**src/rtl/fifo_ptr_ctrl.sv**
```systemverilog
// fifo_ptr_ctrl: pointer, occupancy and status controller for a synchronous FIFO.
// Owns the binary write/read pointers and a registered occupancy count, and
// arbitrates the single RAM write port between two requesters with
// round-robin priority. Accesses are gated against full and empty. The status
// flags are derived from the next count and registered, so they always agree
// with the count seen in the same cycle. Overflow/underflow are sticky until
// cleared.
module fifo_ptr_ctrl #(
  parameter int A_LENGTH  = 3,
  parameter int AF_THRESH = 6,
  parameter int AE_THRESH = 2
) (
  input  logic                clk,
  input  logic                reset_n,
  input  logic                wr_req0,
  input  logic                wr_req1,
  input  logic                rd_req,
  input  logic                err_clr,
  output logic                wr_gnt0,
  output logic                wr_gnt1,
  output logic                wr_en,
  output logic                rd_en,
  output logic [A_LENGTH-1:0] wr_addr,
  output logic [A_LENGTH-1:0] rd_addr,
  output logic [A_LENGTH:0]   count,
  output logic                full,
  output logic                empty,
  output logic                almost_full,
  output logic                almost_empty,
  output logic                overflow,
  output logic                underflow
);

  // Count-width constants. The count is one bit wider than the address so
  // that it can represent DEPTH itself.
  localparam logic [A_LENGTH:0] ONE       = {{A_LENGTH{1'b0}}, 1'b1};
  localparam logic [A_LENGTH:0] ZERO      = '0;
  localparam logic [A_LENGTH:0] DEPTH_CNT = {1'b1, {A_LENGTH{1'b0}}};
  localparam logic [A_LENGTH:0] AF_LVL    = AF_THRESH[A_LENGTH:0];
  localparam logic [A_LENGTH:0] AE_LVL    = AE_THRESH[A_LENGTH:0];

  // Pointers carry a wrap MSB above the RAM address bits.
  logic [A_LENGTH:0] wr_ptr;
  logic [A_LENGTH:0] rd_ptr;
  logic [A_LENGTH:0] count_next;
  // Requester granted most recently; 1 at reset so requester 0 wins first.
  logic              last_gnt;
  logic              gnt0_c;
  logic              gnt1_c;

  // Occupancy step: +1 on a lone write, -1 on a lone read, otherwise held.
  function automatic logic [A_LENGTH:0] step_count(
    input logic [A_LENGTH:0] cur,
    input logic              wr,
    input logic              rd
  );
    logic [A_LENGTH:0] nxt;
    case ({wr, rd})
      2'b10:   nxt = cur + ONE;
      2'b01:   nxt = cur - ONE;
      default: nxt = cur;
    endcase
    return nxt;
  endfunction

  // Sticky error update: a new event in the same cycle as a clear wins.
  function automatic logic sticky_next(
    input logic cur,
    input logic event_hit,
    input logic clr
  );
    return event_hit | (cur & ~clr);
  endfunction

  // Write arbitration from registered full; alternate on contention and
  // suppress all grants while reset is held.
  always_comb begin
    gnt0_c = 1'b0;
    gnt1_c = 1'b0;
    if (reset_n && !full) begin
      if (wr_req0 && wr_req1) begin
        if (last_gnt) begin
          gnt0_c = 1'b1;
        end else begin
          gnt1_c = 1'b1;
        end
      end else begin
        gnt0_c = wr_req0;
        gnt1_c = wr_req1;
      end
    end
  end

  assign wr_gnt0 = gnt0_c;
  assign wr_gnt1 = gnt1_c;
  assign wr_en   = gnt0_c | gnt1_c;
  assign rd_en   = reset_n & rd_req & ~empty;
  assign wr_addr = wr_ptr[A_LENGTH-1:0];
  assign rd_addr = rd_ptr[A_LENGTH-1:0];

  // Next occupancy from the accepted strobes of this cycle.
  always_comb begin
    count_next = step_count(count, wr_en, rd_en);
  end

  // Pointer advance on accepted accesses; wraps modulo 2**(A_LENGTH+1).
  always_ff @(posedge clk or negedge reset_n) begin
    if (!reset_n) begin
      wr_ptr <= ZERO;
      rd_ptr <= ZERO;
    end else begin
      if (wr_en) begin
        wr_ptr <= wr_ptr + ONE;
      end
      if (rd_en) begin
        rd_ptr <= rd_ptr + ONE;
      end
    end
  end

  // Round-robin history: only a real grant moves it.
  always_ff @(posedge clk or negedge reset_n) begin
    if (!reset_n) begin
      last_gnt <= 1'b1;
    end else if (gnt0_c) begin
      last_gnt <= 1'b0;
    end else if (gnt1_c) begin
      last_gnt <= 1'b1;
    end
  end

  // Registered count and status flags, all derived from count_next.
  always_ff @(posedge clk or negedge reset_n) begin
    if (!reset_n) begin
      count        <= ZERO;
      full         <= 1'b0;
      empty        <= 1'b1;
      almost_full  <= 1'b0;
      almost_empty <= 1'b1;
    end else begin
      count        <= count_next;
      full         <= (count_next == DEPTH_CNT);
      empty        <= (count_next == ZERO);
      almost_full  <= (count_next >= AF_LVL);
      almost_empty <= (count_next <= AE_LVL);
    end
  end

  // Sticky error flags: any write request while full, any read while empty.
  always_ff @(posedge clk or negedge reset_n) begin
    if (!reset_n) begin
      overflow  <= 1'b0;
      underflow <= 1'b0;
    end else begin
      overflow  <= sticky_next(overflow, (wr_req0 | wr_req1) & full, err_clr);
      underflow <= sticky_next(underflow, rd_req & empty, err_clr);
    end
  end

endmodule
```
**config.mk**
```make
export PLATFORM = sky130hd
export DESIGN_NAME = fifo_ptr_ctrl
export DESIGN_NICKNAME = d
export VERILOG_FILES = /design/src/rtl/fifo_ptr_ctrl.sv
export SDC_FILE = /design/constraint.sdc
export NUM_CORES = 1
export LEC_CHECK = 0
export CAP_MARGIN = 20
export CORE_MARGIN = 4
export CORE_UTILIZATION = 45
export DETAILED_ROUTE_END_ITERATION = 16
export GPL_ROUTABILITY_DRIVEN = 0
export PLACE_DENSITY = 0.88
export SKIP_LAST_GASP = 1
export SLEW_MARGIN = 20
export SYNTH_ARGS = -nofsm -noshare
export SYNTH_HDL_FRONTEND = slang
export SYNTH_SLANG_ARGS = --single-unit
```
**constraint.sdc**
```tcl
create_clock -name clk -period 2.8 [get_ports clk]
set_input_delay 0.28 -clock clk [delete_from_list [all_inputs] [get_ports clk]]
set_output_delay 0.28 -clock clk [all_outputs]
set_load 0.1 [all_outputs]
```
Fig. 1: run 1, register map, names as in the netlist
Other sequential cells in the stronger grey, the rest of the logic in the fainter grey.
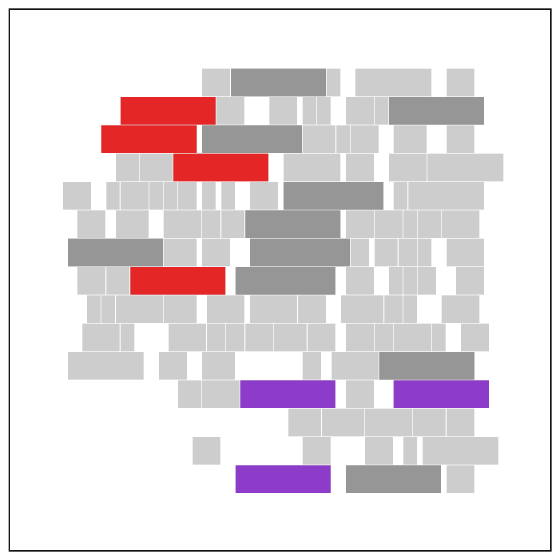
legend:
  count:
    colour: red
    flops: 4
  rd_ptr:
    colour: purple
    flops: 3
register area: 430 µm²
post-layout utilization of the core: 0.696

Fig. 2: run 1, metal 2
Bar = 20 µm.
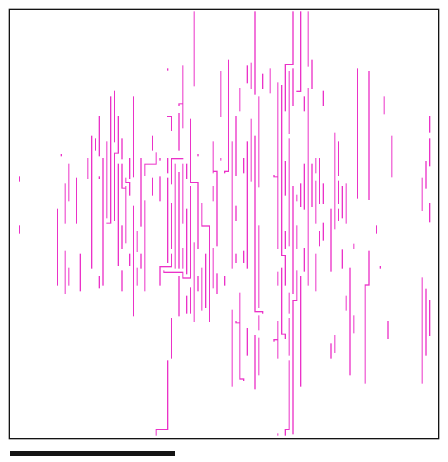
main direction: vertical
wire length on this layer: 1010 µm
nets with wire on the layer: 122
longest straight run: 23.8 µm

==> README.md, run 1 <==
| Item | Value |
|---|---|
| Crit. End Element | register |
| Final nets | 129 |
| Synth Area in Compound Gates | 0.107 |
| Tap cell count | 25 |
| Post-synthesis cell count from yosys | 82 |
| Top flop regs | count: 4 flops, rd_ptr: 3 flops, wr_ptr: 3 flops |
| Highest-count cells in the layout ignoring fill and taps | sky130_fd_sc_hd__buf_4 (23), sky130_fd_sc_hd__dfrtp_1 (13), sky130_fd_sc_hd__nand2_1 (11) |
| Async S/R FF share, synth | 1.00 |
| Hold bufs inserted after CTS | 0 |
| Area share of the largest cell type after synthesis | 0.405 |
| Crit Reg-Reg Startpoint | full |
| Top cell category | flip-flops and latches |
| Post-synthesis mux area share | 0.0478 |
| Number of global-route vias before repair | 755 |
| Timing startpoint of the critical path | reset_n |
| Antenna fix cells | 0 |
| Main flop type after synthesis | sky130_fd_sc_hd__dfrtp_1 |
| Setup slack of the most critical reg-to-reg path | 0.40 ns |
| Via total after detailed routing | 732 |
| Overall routing resource usage | 0.177 |
| Fin Hold WS | 0.359 ns |
| Flip-flop count of the largest register, all copies and words added | 4 |
| Run status | finished, final reports clean |
| Maximum root-to-sink buffer count | 2 |
| Leading cell type in the layout, fill and taps excluded | sky130_fd_sc_hd__buf_4 |
| Comb. cell area | 407 µm² |
| Post-synthesis share of cell area spent on and, or, nand and nor gates | 0.148 |
| Transition at the pin with the smallest max-transition slack | 0.418 ns |
| Area fraction of clock buffers and clock inverters | 0.0224 |
| Cell types with the highest counts after synthesis | sky130_fd_sc_hd__dfrtp_1 (14), sky130_fd_sc_hd__nand2_1 (11), sky130_fd_sc_hd__inv_1 (7) |
| Synthesis-stage register bit count | 17 |
| Setup ws final | 0.240 ns |
| Routed met3 length | 110 µm |
| Clock sink count | 17 |
| Setup repair bufs after CTS | 0 |
| Worst Path Arrival | 2.79 ns |
| Placed Instance Area | 1200 µm² |
| Count of library flops with an enable pin | 0 |
| Main logic family after synthesis | simple AND/OR/NAND/NOR gates |
| Final setup violation count | 0 |
| Net count after synthesis | 94 |
| Number of slew-limit violations in the final report | 0 |
| Met3 Use GR | 0.0458 |
| Via density per instance | 5.19 |
| Sequential share of cell area | 0.350 |
| Multi-input combinational area share | 0.331 |
| Relative area of non-clock buffer cells in the final design | 0.246 |
| WP data required | 3.03 ns |
| Share of synthesized cell area in full adder, half adder and majority cells | 0.0955 |
| Area of the core region | 1760 µm² |
| Post-synth area hogs | sky130_fd_sc_hd__dfrtp_1 (41%), sky130_fd_sc_hd__dfstp_2 (9.1%), sky130_fd_sc_hd__ha_1 (7.2%), sky130_fd_sc_hd__xnor2_1 (5.1%), sky130_fd_sc_hd__nand2_1 (4.8%) |
| Mean routed wirelength per cell | 14.5 µm |
| Wire length of the first global-routing pass | 3400 µm |
| Chip area | 2690 µm² |
| Clock input transition at the sequential cells of the worst setup and hold paths | 0.11 ns |
| Pin count of the biggest net entering global routing | 11 |
| Cell Chain, Critical Path | clkdlybuf4s50_1 > nor2b_1 > o21ai_1 > ha_2 > buf_4 > ha_1 > nand3_1 > a2111oi_0 > a211o_1 > nor2b_1 |
| Met2 WL post-DR | 1010 µm |
| GRT Max-Usage Layer | met2 |
| Unrepaired setup endpoints after global routing | no |
| Yosys synthesis warning count | 0 |
| Rows | 15 |
| Hold violation count in the final report | 0 |
| Layout cell share with drive strength beyond 1 | 0.328 |
| Post-route cell area | 1230 µm² |
| Logic Gate Count | 55 |
Fig. 3: run 1, I/O nets highlighted
Bar = 20 µm.
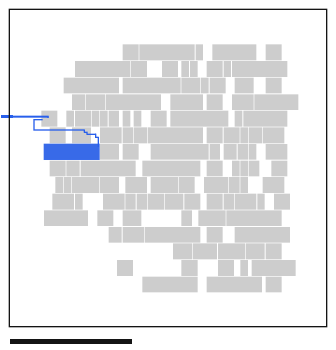
legend:
  almost_full:
    colour: blue
    bits: 1
    direction: output
    edge: left
    end_cells: 1
    wire: 22.3 µm
Boundary Pins: 26
number of I/O port buffers: 25

==> run 1 -> run 2 <==
Settings changed: HOLD_SLACK_MARGIN from default to 0.1.
Fig. 4: run 2, metal layers overlaid
Two of the layers only.
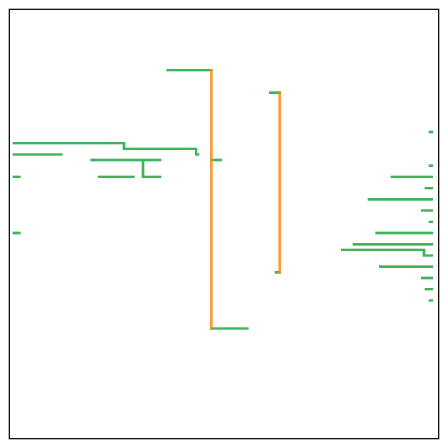
legend:
  metal 3:
    colour: green
    wire_length: 110 µm
  metal 4:
    colour: orange
    wire_length: 53.0 µm

Fig. 5: run 2, register map, names as in the netlist
Other sequential cells in the stronger grey, the rest of the logic in the fainter grey.
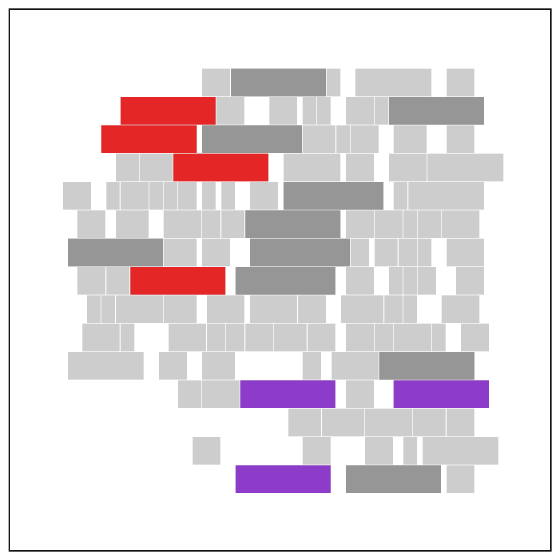
legend:
  rd_ptr:
    colour: purple
    flops: 3
  count:
    colour: red
    flops: 4
not coloured: 10

Fig. 6: run 2, I/O nets highlighted
Bar = 20 µm.
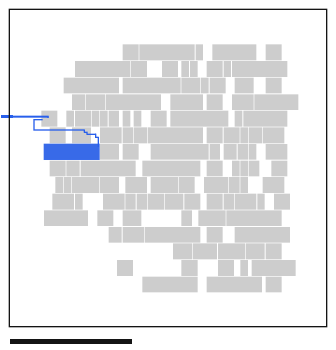
legend:
  almost_full:
    colour: blue
    bits: 1
    direction: output
    edge: left
    end_cells: 1
    wire: 22.3 µm

==> README.md, run 2 <==
| Item | Value | Delta |
|---|---|---|
| Area of the core region | 1760 µm² | unchanged |
| Pin count of the biggest net entering global routing | 11 | unchanged |
| Cell types with the highest counts after synthesis | sky130_fd_sc_hd__dfrtp_1 (14), sky130_fd_sc_hd__nand2_1 (11), sky130_fd_sc_hd__inv_1 (7) | unchanged |
| Top cell category | flip-flops and latches | unchanged |
| Maximum root-to-sink buffer count | 2 | unchanged |
| Number of slew-limit violations in the final report | 0 | unchanged |
| Crit Reg-Reg Startpoint | full | unchanged |
| Flip-flop count of the largest register, all copies and words added | 4 | unchanged |
| Post-synthesis mux area share | 0.0478 | unchanged |
| Chip area | 2690 µm² | unchanged |
| Setup slack of the most critical reg-to-reg path | 0.40 ns | about the same |
| Rows | 15 | unchanged |
| Setup ws final | 0.240 ns | unchanged |
| Overall routing resource usage | 0.177 | unchanged |
| Worst Path Arrival | 2.79 ns | about the same |
| Post-route cell area | 1230 µm² | unchanged |
| Mean routed wirelength per cell | 14.5 µm | unchanged |
| Met3 Use GR | 0.0458 | unchanged |
| Top flop regs | count: 4 flops, rd_ptr: 3 flops, wr_ptr: 3 flops | unchanged |
| Number of global-route vias before repair | 755 | unchanged |
| Antenna fix cells | 0 | unchanged |
| Logic Gate Count | 55 | unchanged |
| Multi-input combinational area share | 0.331 | unchanged |
| Area share of the largest cell type after synthesis | 0.405 | unchanged |
| Relative area of non-clock buffer cells in the final design | 0.246 | unchanged |
| Hold violation count in the final report | 0 | unchanged |
| Count of library flops with an enable pin | 0 | unchanged |
| Leading cell type in the layout, fill and taps excluded | sky130_fd_sc_hd__buf_4 | unchanged |
| Main flop type after synthesis | sky130_fd_sc_hd__dfrtp_1 | unchanged |
| Setup repair bufs after CTS | 0 | unchanged |
| Routed met3 length | 110 µm | unchanged |
| Crit. End Element | register | unchanged |
| Cell Chain, Critical Path | clkdlybuf4s50_1 > nor2b_1 > o21ai_1 > ha_2 > buf_4 > ha_1 > nand3_1 > a2111oi_0 > a211o_1 > nor2b_1 | unchanged |
| GRT Max-Usage Layer | met2 | unchanged |
| Run status | finished, final reports clean | unchanged |
| Net count after synthesis | 94 | unchanged |
| Post-synthesis cell count from yosys | 82 | unchanged |
| Main logic family after synthesis | simple AND/OR/NAND/NOR gates | unchanged |
| Transition at the pin with the smallest max-transition slack | 0.418 ns | unchanged |
| Post-synthesis share of cell area spent on and, or, nand and nor gates | 0.148 | unchanged |
| Layout cell share with drive strength beyond 1 | 0.328 | unchanged |
| Number of I/O port buffers | 25 | unchanged |
| Post-layout utilization of the core | 0.696 | unchanged |
| Async S/R FF share, synth | 1.00 | unchanged |
| Post-synth area hogs | sky130_fd_sc_hd__dfrtp_1 (41%), sky130_fd_sc_hd__dfstp_2 (9.1%), sky130_fd_sc_hd__ha_1 (7.2%), sky130_fd_sc_hd__xnor2_1 (5.1%), sky130_fd_sc_hd__nand2_1 (4.8%) | unchanged |
| Synth Area in Compound Gates | 0.107 | unchanged |
| Register area | 430 µm² | unchanged |
| Tap cell count | 25 | unchanged |
| Area fraction of clock buffers and clock inverters | 0.0224 | unchanged |
